<file path="src/rtl/count_window_gen_if.sv">
// Configuration offer channel for count_window_gen: start/stop pair
// with a valid/ready handshake.
interface count_window_gen_if #(
   parameter int WIDTH = 16
);
   logic [WIDTH-1:0] cfg_start;
   logic [WIDTH-1:0] cfg_stop;
   logic             cfg_valid;
   logic             cfg_ready;

   modport master (
      output cfg_start,
      output cfg_stop,
      output cfg_valid,
      input  cfg_ready
   );

   modport slave (
      input  cfg_start,
      input  cfg_stop,
      input  cfg_valid,
      output cfg_ready
   );
endinterface

</file>
<file path="src/rtl/count_window_gen.sv">
// Period-aligned gating pulse from a free-running count and a start/stop pair.
// Optional watchdog on over-long windows: define WINDOW_WDOG_EN.
module count_window_gen #(
   parameter int WIDTH      = 16,
   parameter int CNT_W      = 8,
   parameter int MAX_ACTIVE = 1000
) (
   input  logic             clk,
   input  logic             reset,
   input  logic [WIDTH-1:0] count,
   input  logic             enable,
   count_window_gen_if.slave cfg,
   output logic             pulse_out,
   output logic [CNT_W-1:0] pulse_count,
   output logic             cfg_err,
   output logic             wdog_err
);
   localparam logic [1:0] IDLE       = 2'd0;
   localparam logic [1:0] WAIT_START = 2'd1;
   localparam logic [1:0] ACTIVE     = 2'd2;
   localparam logic [1:0] DONE       = 2'd3;

   if (MAX_ACTIVE < 1) begin : g_chk
      $error("MAX_ACTIVE must be at least 1");
   end

   logic [1:0]       state;
   logic [1:0]       state_nxt;
   logic [WIDTH-1:0] pend_start;
   logic [WIDTH-1:0] pend_stop;
   logic [WIDTH-1:0] act_start;
   logic [WIDTH-1:0] act_stop;
   logic [WIDTH-1:0] eff_start;
   logic [WIDTH-1:0] eff_stop;
   logic             pend_full;
   logic             boundary;
   logic             apply;
   logic             xfer;
   logic             wdog_hit;

   assign boundary      = (count == '0);
   assign apply         = boundary & pend_full;
   assign xfer          = cfg.cfg_valid & cfg.cfg_ready;
   assign cfg.cfg_ready = ~pend_full;

   // A boundary-cycle start match must see the value being applied now.
   assign eff_start = apply ? pend_start : act_start;
   assign eff_stop  = apply ? pend_stop  : act_stop;

   always_ff @(posedge clk or posedge reset) begin
      if (reset) begin
         pend_full  <= 1'b0;
         pend_start <= '0;
         pend_stop  <= '0;
         act_start  <= '0;
         act_stop   <= '0;
         cfg_err    <= 1'b0;
      end else begin
         if (apply) begin
            act_start <= pend_start;
            act_stop  <= pend_stop;
            pend_full <= 1'b0;
            if (pend_start == pend_stop)
               cfg_err <= 1'b1;
         end
         if (xfer) begin
            pend_start <= cfg.cfg_start;
            pend_stop  <= cfg.cfg_stop;
            pend_full  <= 1'b1;
         end
      end
   end

   always_comb begin
      state_nxt = state;
      if (!enable) begin
         state_nxt = IDLE;
      end else begin
         unique case (state)
            IDLE:
               state_nxt = WAIT_START;
            WAIT_START:
               if (count == eff_start && eff_start != eff_stop)
                  state_nxt = ACTIVE;
            ACTIVE:
               if (count == act_stop || wdog_hit)
                  state_nxt = DONE;
            DONE:
               if (boundary)
                  state_nxt = WAIT_START;
            default:
               state_nxt = IDLE;
         endcase
      end
   end

   always_ff @(posedge clk or posedge reset) begin
      if (reset) begin
         state       <= IDLE;
         pulse_out   <= 1'b0;
         pulse_count <= '0;
      end else begin
         state     <= state_nxt;
         pulse_out <= (state_nxt == ACTIVE);
         if (state_nxt == ACTIVE && !pulse_out && pulse_count != '1)
            pulse_count <= pulse_count + 1'b1;
      end
   end

`ifdef WINDOW_WDOG_EN
   localparam int WD_W = $clog2(MAX_ACTIVE + 1);

   logic [WD_W-1:0] wd_cnt;

   // wd_cnt holds cycles already spent in ACTIVE before this edge.
   assign wdog_hit = (state == ACTIVE) &&
                     (wd_cnt == WD_W'(MAX_ACTIVE - 1));

   always_ff @(posedge clk or posedge reset) begin
      if (reset) begin
         wd_cnt   <= '0;
         wdog_err <= 1'b0;
      end else begin
         if (state == ACTIVE && state_nxt == ACTIVE)
            wd_cnt <= wd_cnt + 1'b1;
         else
            wd_cnt <= '0;
         if (wdog_hit && enable)
            wdog_err <= 1'b1;
      end
   end
`else
   assign wdog_hit = 1'b0;
   assign wdog_err = 1'b0;
`endif

endmodule
</file>
<file path="src/flat_wrapper.sv">
// flat-port wrapper written by rule: the top's interface ports become plain ports
module count_window_gen_flat 
#(
   parameter int WIDTH      = 16,
   parameter int CNT_W      = 8,
   parameter int MAX_ACTIVE = 1000
)
  (clk, reset, count, enable, pulse_out, pulse_count, cfg_err, wdog_err, cfg_cfg_start, cfg_cfg_stop, cfg_cfg_valid, cfg_cfg_ready);
  count_window_gen_if #(.WIDTH(WIDTH)) cfg_i ();
  input  logic clk;
  input  logic reset;
  input  logic [WIDTH-1:0] count;
  input  logic enable;
  output logic pulse_out;
  output logic [CNT_W-1:0] pulse_count;
  output logic cfg_err;
  output logic wdog_err;
  input wire logic [$bits(cfg_i.cfg_start)-1:0] cfg_cfg_start;
  input wire logic [$bits(cfg_i.cfg_stop)-1:0] cfg_cfg_stop;
  input wire logic [$bits(cfg_i.cfg_valid)-1:0] cfg_cfg_valid;
  output wire logic [$bits(cfg_i.cfg_ready)-1:0] cfg_cfg_ready;
  assign cfg_i.cfg_start = cfg_cfg_start;
  assign cfg_i.cfg_stop = cfg_cfg_stop;
  assign cfg_i.cfg_valid = cfg_cfg_valid;
  assign cfg_cfg_ready = cfg_i.cfg_ready;
  count_window_gen #(.WIDTH(WIDTH), .CNT_W(CNT_W), .MAX_ACTIVE(MAX_ACTIVE)) u_core (.clk(clk), .reset(reset), .count(count), .enable(enable), .cfg(cfg_i), .pulse_out(pulse_out), .pulse_count(pulse_count), .cfg_err(cfg_err), .wdog_err(wdog_err));
endmodule
</file>
<file path="config.mk">
export PLATFORM = sky130hd
export DESIGN_NAME = count_window_gen_flat
export DESIGN_NICKNAME = d
export VERILOG_FILES = /design/src/rtl/count_window_gen_if.sv /design/src/rtl/count_window_gen.sv /design/src/flat_wrapper.sv
export SDC_FILE = /design/constraint.sdc
export NUM_CORES = 1
export LEC_CHECK = 0
export CAP_MARGIN = 20
export CORE_MARGIN = 1
export CORE_UTILIZATION = 58
export CTS_CLUSTER_DIAMETER = 80
export DETAILED_ROUTE_END_ITERATION = 8
export PLACE_DENSITY = 0.94
export SKIP_LAST_GASP = 1
export SYNTH_ARGS = -nofsm -noshare
export SYNTH_HDL_FRONTEND = slang
export SYNTH_SLANG_ARGS = --single-unit
</file>
<file path="constraint.sdc">
create_clock -name clk -period 3.8 [get_ports clk]
set_clock_uncertainty 0.1 [all_clocks]
set_input_delay 0.38 -clock clk [delete_from_list [all_inputs] [get_ports clk]]
set_output_delay 0.38 -clock clk [all_outputs]
set_load 0.02 [all_outputs]
</file>
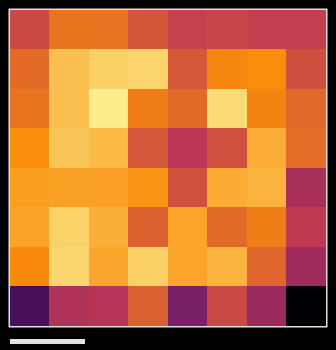
(run_1/util_map.png)
The bar under the picture is 20 um long. 8 x 8 tiles, from black (low) to pale yellow (high), 0 to 100% covered.
The mean over all tiles is 67%. The fullest tile reaches 96%. 41% of the tiles are over 75% full. The emptiest ninth of the die: lower right.

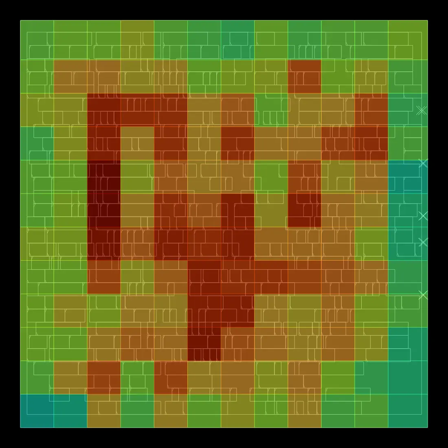
(run_1/congestion_map.png)
overall track demand over capacity in global routing: 31.2%
met1 routing resource usage after global routing: 40.7%
met2 Usage GRT: 48.7%
final cell utilization of the core: 75.6%

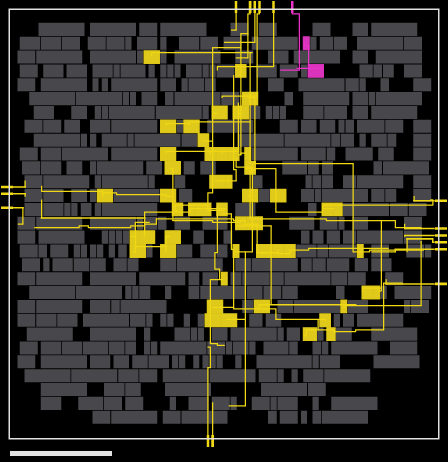
(run_1/port_trees.png)
The bar under the picture is 20 um long.
Key: count = yellow [bits 16, direction input, end cells 50, buffers 17, wire 977 um]; cfg_cfg_valid = magenta [bits 1, direction input, end cells 2, buffers 1, wire 28.0 um]

==> Flow_metrics.wiki, run 1 <==
=== Synthesis and place and route ===
{| class="wikitable"
! Metric !! Value
|-
| Status || finished, violations left
|-
| Failing checks || DRC
|-
| Worst slack, placed || roughly 0.28 ns
|-
| Net count after synthesis || 426
|-
| Clock distribution power || 0.000675 W
|-
| Count of port buffers added during placement || 62
|-
| CP Launch Type || primary input
|-
| YS chip area || about 3900 um2
|-
| Clock sink total || 77
|-
| Clock tree from TritonCTS || done
|-
| Remaining DRCs || 10
|-
| Proportion of power drawn by the clock network || 37.8%
|-
| Number of global-route vias before repair || 3095
|-
| Fraction of layout cells with a size suffix above 1 || roughly 15%
|-
| Number of antenna violations at the first check in global routing || 0
|-
| Max-cap violations || 0
|-
| Global placer's final weighted congestion || 0.994
|-
| Switching part of the total || 24.9%
|-
| Post-synth ARST share || 100%
|-
| Estimated wirelength of the detail-placed design || 7720 um
|-
| Via/cell ratio || about 5.8
|-
| Clock Tree Root || clkbuf_8
|-
| Final-report setup violation count || 0
|-
| Critical Path Max Stage Delay || 0.50 ns
|-
| Portion of the layout cell area used by non-clock buffers || 14.3%
|-
| Drt first-iter violations || between 200 and 250
|-
| Layer with the highest usage || met2
|-
| Main combinational cell family by area after synthesis || simple AND/OR/NAND/NOR gates
|-
| Via total after detailed routing || 3042
|-
| Mapped Avg Cell Area || 10.5 um2
|-
| Largest fanout on the critical path || 14
|-
| Non-Filler Cell Area, Final || 4850 um2
|-
| Count of tool warnings || 26
|-
| Hold-fix buffer count after cts || 0
|-
| Met3 routed wirelength || approximately 770 um
|-
| Post-Synthesis Cell Area || 3900 um2
|-
| H-tree levels || 3
|}
==> run_1/class_map.png <==
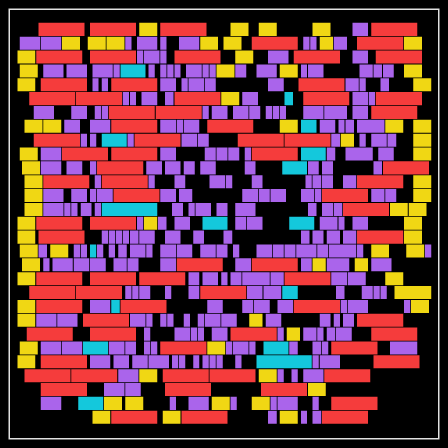

==> inputs of run 2 (changes only) <==
--- a/config.mk
+++ b/config.mk
@@ -7,10 +7,10 @@
 export LEC_CHECK = 0
 export CAP_MARGIN = 20
 export CORE_MARGIN = 1
-export CORE_UTILIZATION = 58
+export CORE_UTILIZATION = 53
 export CTS_CLUSTER_DIAMETER = 80
 export DETAILED_ROUTE_END_ITERATION = 8
-export PLACE_DENSITY = 0.94
+export PLACE_DENSITY = 0.87
 export SKIP_LAST_GASP = 1
 export SYNTH_ARGS = -nofsm -noshare
 export SYNTH_HDL_FRONTEND = slang
==> constraint.sdc (replaced) <==
create_clock -name clk -period 3 [get_ports clk]
set_clock_uncertainty 0.1 [all_clocks]
set_input_delay 0.3 -clock clk [delete_from_list [all_inputs] [get_ports clk]]
set_output_delay 0.3 -clock clk [all_outputs]
set_load 0.02 [all_outputs]
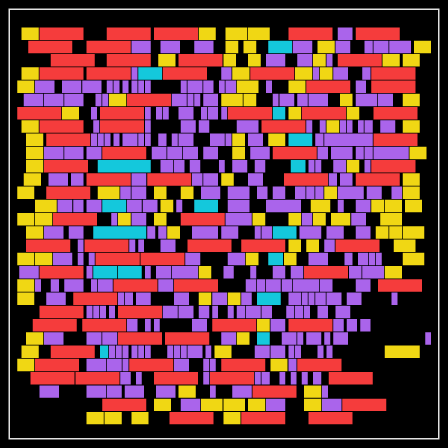
(run_2/class_map.png)
Key: clock drivers and dummy loads = cyan [cells 16]; registers = red [cells 77]; remaining buffers and delay cells = yellow [cells 102]; remaining logic cells = purple [cells 284]

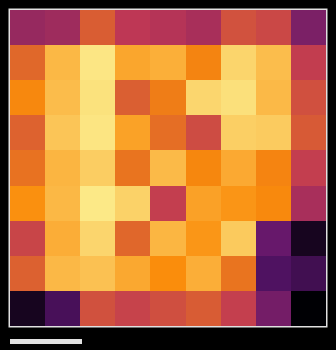
(run_2/util_map.png)
The bar under the picture is 20 um long. 9 x 9 tiles, from black (low) to pale yellow (high), 0 to 100% covered.
The fullest tile reaches 95%. The emptiest ninth of the die: lower right. 1.2% of the tiles are nearly empty. The mean over all tiles is 66%. The densest ninth of the die: middle left.

==> run 2 against run 1 <==
  * The flow now finishes without violations
  * Cell area rose by 7.9%
  * Via count rose by 4.9%
  * Sequential share of layout area fell by 2.9 points
  * Clock-buffer cell count fell by 1
  * Largest cell class is now multi-input combinational cells
  * Utilization fell by 0.13 points
  * Largest power group unchanged
  * Die size rose by 9.2%
==> Flow_metrics.wiki, run 2 <==
=== Synthesis and place and route ===
{| class="wikitable"
! Metric !! Value
|-
| CP max-delay cell || clkdlybuf4s50_1 (unchanged)
|-
| Met3 routed wirelength || 828 um (was 766 um)
|-
| Routed Antenna Nets || 0 (unchanged)
|-
| Synth Register Bits || 77 (unchanged)
|-
| Post-Synthesis Cell Area || 3900 um2 (unchanged)
|-
| Endpoint of the worst-slack reg-to-reg timing path || u_core.pulse_count[3] (was u_core.pulse_count[6])
|-
| Status || finished clean (was finished, violations left)
|-
| Switching part of the total || 25.9% (was 24.9%)
|-
| Met2 Usage GRT || 48.9% (was 48.7%)
|-
| Non-Filler Cell Area, Final || 5240 um2 (was 4850 um2)
|-
| Remaining DRCs || 0 (was 10)
|-
| Hold-fix buffer count after cts || 0 (unchanged)
|-
| Clock sink total || 77 (unchanged)
|-
| Launching point of the worst reg2reg path || u_core.state[1] (unchanged)
|-
| CP Launch Type || primary input (unchanged)
|-
| Largest fanout on the critical path || 8 (was 14)
|-
| Main combinational cell family by area after synthesis || simple AND/OR/NAND/NOR gates (unchanged)
|-
| Portion of the layout cell area used by non-clock buffers || 18.5% (was 14.3%)
|-
| Detailed-routing wirelength on met1 || 4180 um (was 4160 um)
|-
| Worst slack, placed || -0.466 ns (was 0.277 ns)
|-
| Proportion of power drawn by the clock network || 38.2% (was 37.8%)
|-
| Layer with the highest usage || met2 (unchanged)
|-
| Overall track demand over capacity in global routing || 29.0% (was 31.2%)
|-
| Critical Path Stages || 12 (was 10)
|-
| YS chip area || 3900 um2 (unchanged)
|-
| Via total after detailed routing || 3190 (was 3042)
|-
| Via/cell ratio || 5.55 (was 5.81)
|-
| Drt first-iter violations || 238 (was 218)
|-
| Critical Path Max Stage Delay || 0.45 ns (was 0.50 ns)
|-
| Wire length of the first global-routing pass || 16300 um (about the same)
|-
| Synthesized instance count || 373 (unchanged)
|-
| Final-report setup violation count || 0 (unchanged)
|-
| Mapped Avg Cell Area || 10.5 um2 (unchanged)
|-
| Clock tree from TritonCTS || done (unchanged)
|-
| Core Footprint || 6940 um2 (was 6420 um2)
|-
| Max-cap violations || 0 (unchanged)
|-
| Clock Tree Root || clkbuf_8 (unchanged)
|-
| Number of antenna violations at the first check in global routing || 0 (unchanged)
|-
| Post-synth ARST share || 100% (unchanged)
|-
| Count of port buffers added during placement || 62 (unchanged)
|-
| Fraction of layout cells with a size suffix above 1 || 22.8% (was 15.0%)
|-
| Net count after synthesis || 426 (unchanged)
|-
| Clock distribution power || 0.000885 W (was 0.000675 W)
|}
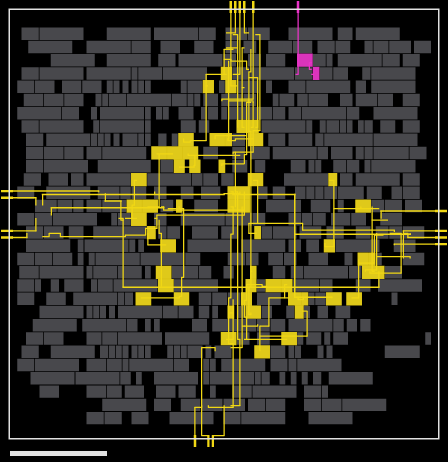
(run_2/port_trees.png)
The bar under the picture is 20 um long.
Key: count = yellow [bits 16, direction input, end cells 50, buffers 31, wire 1160 um]; cfg_cfg_valid = magenta [bits 1, direction input, end cells 2, buffers 1, wire 16.0 um]

No activity file was given, so power comes from the tool's default toggle rates.
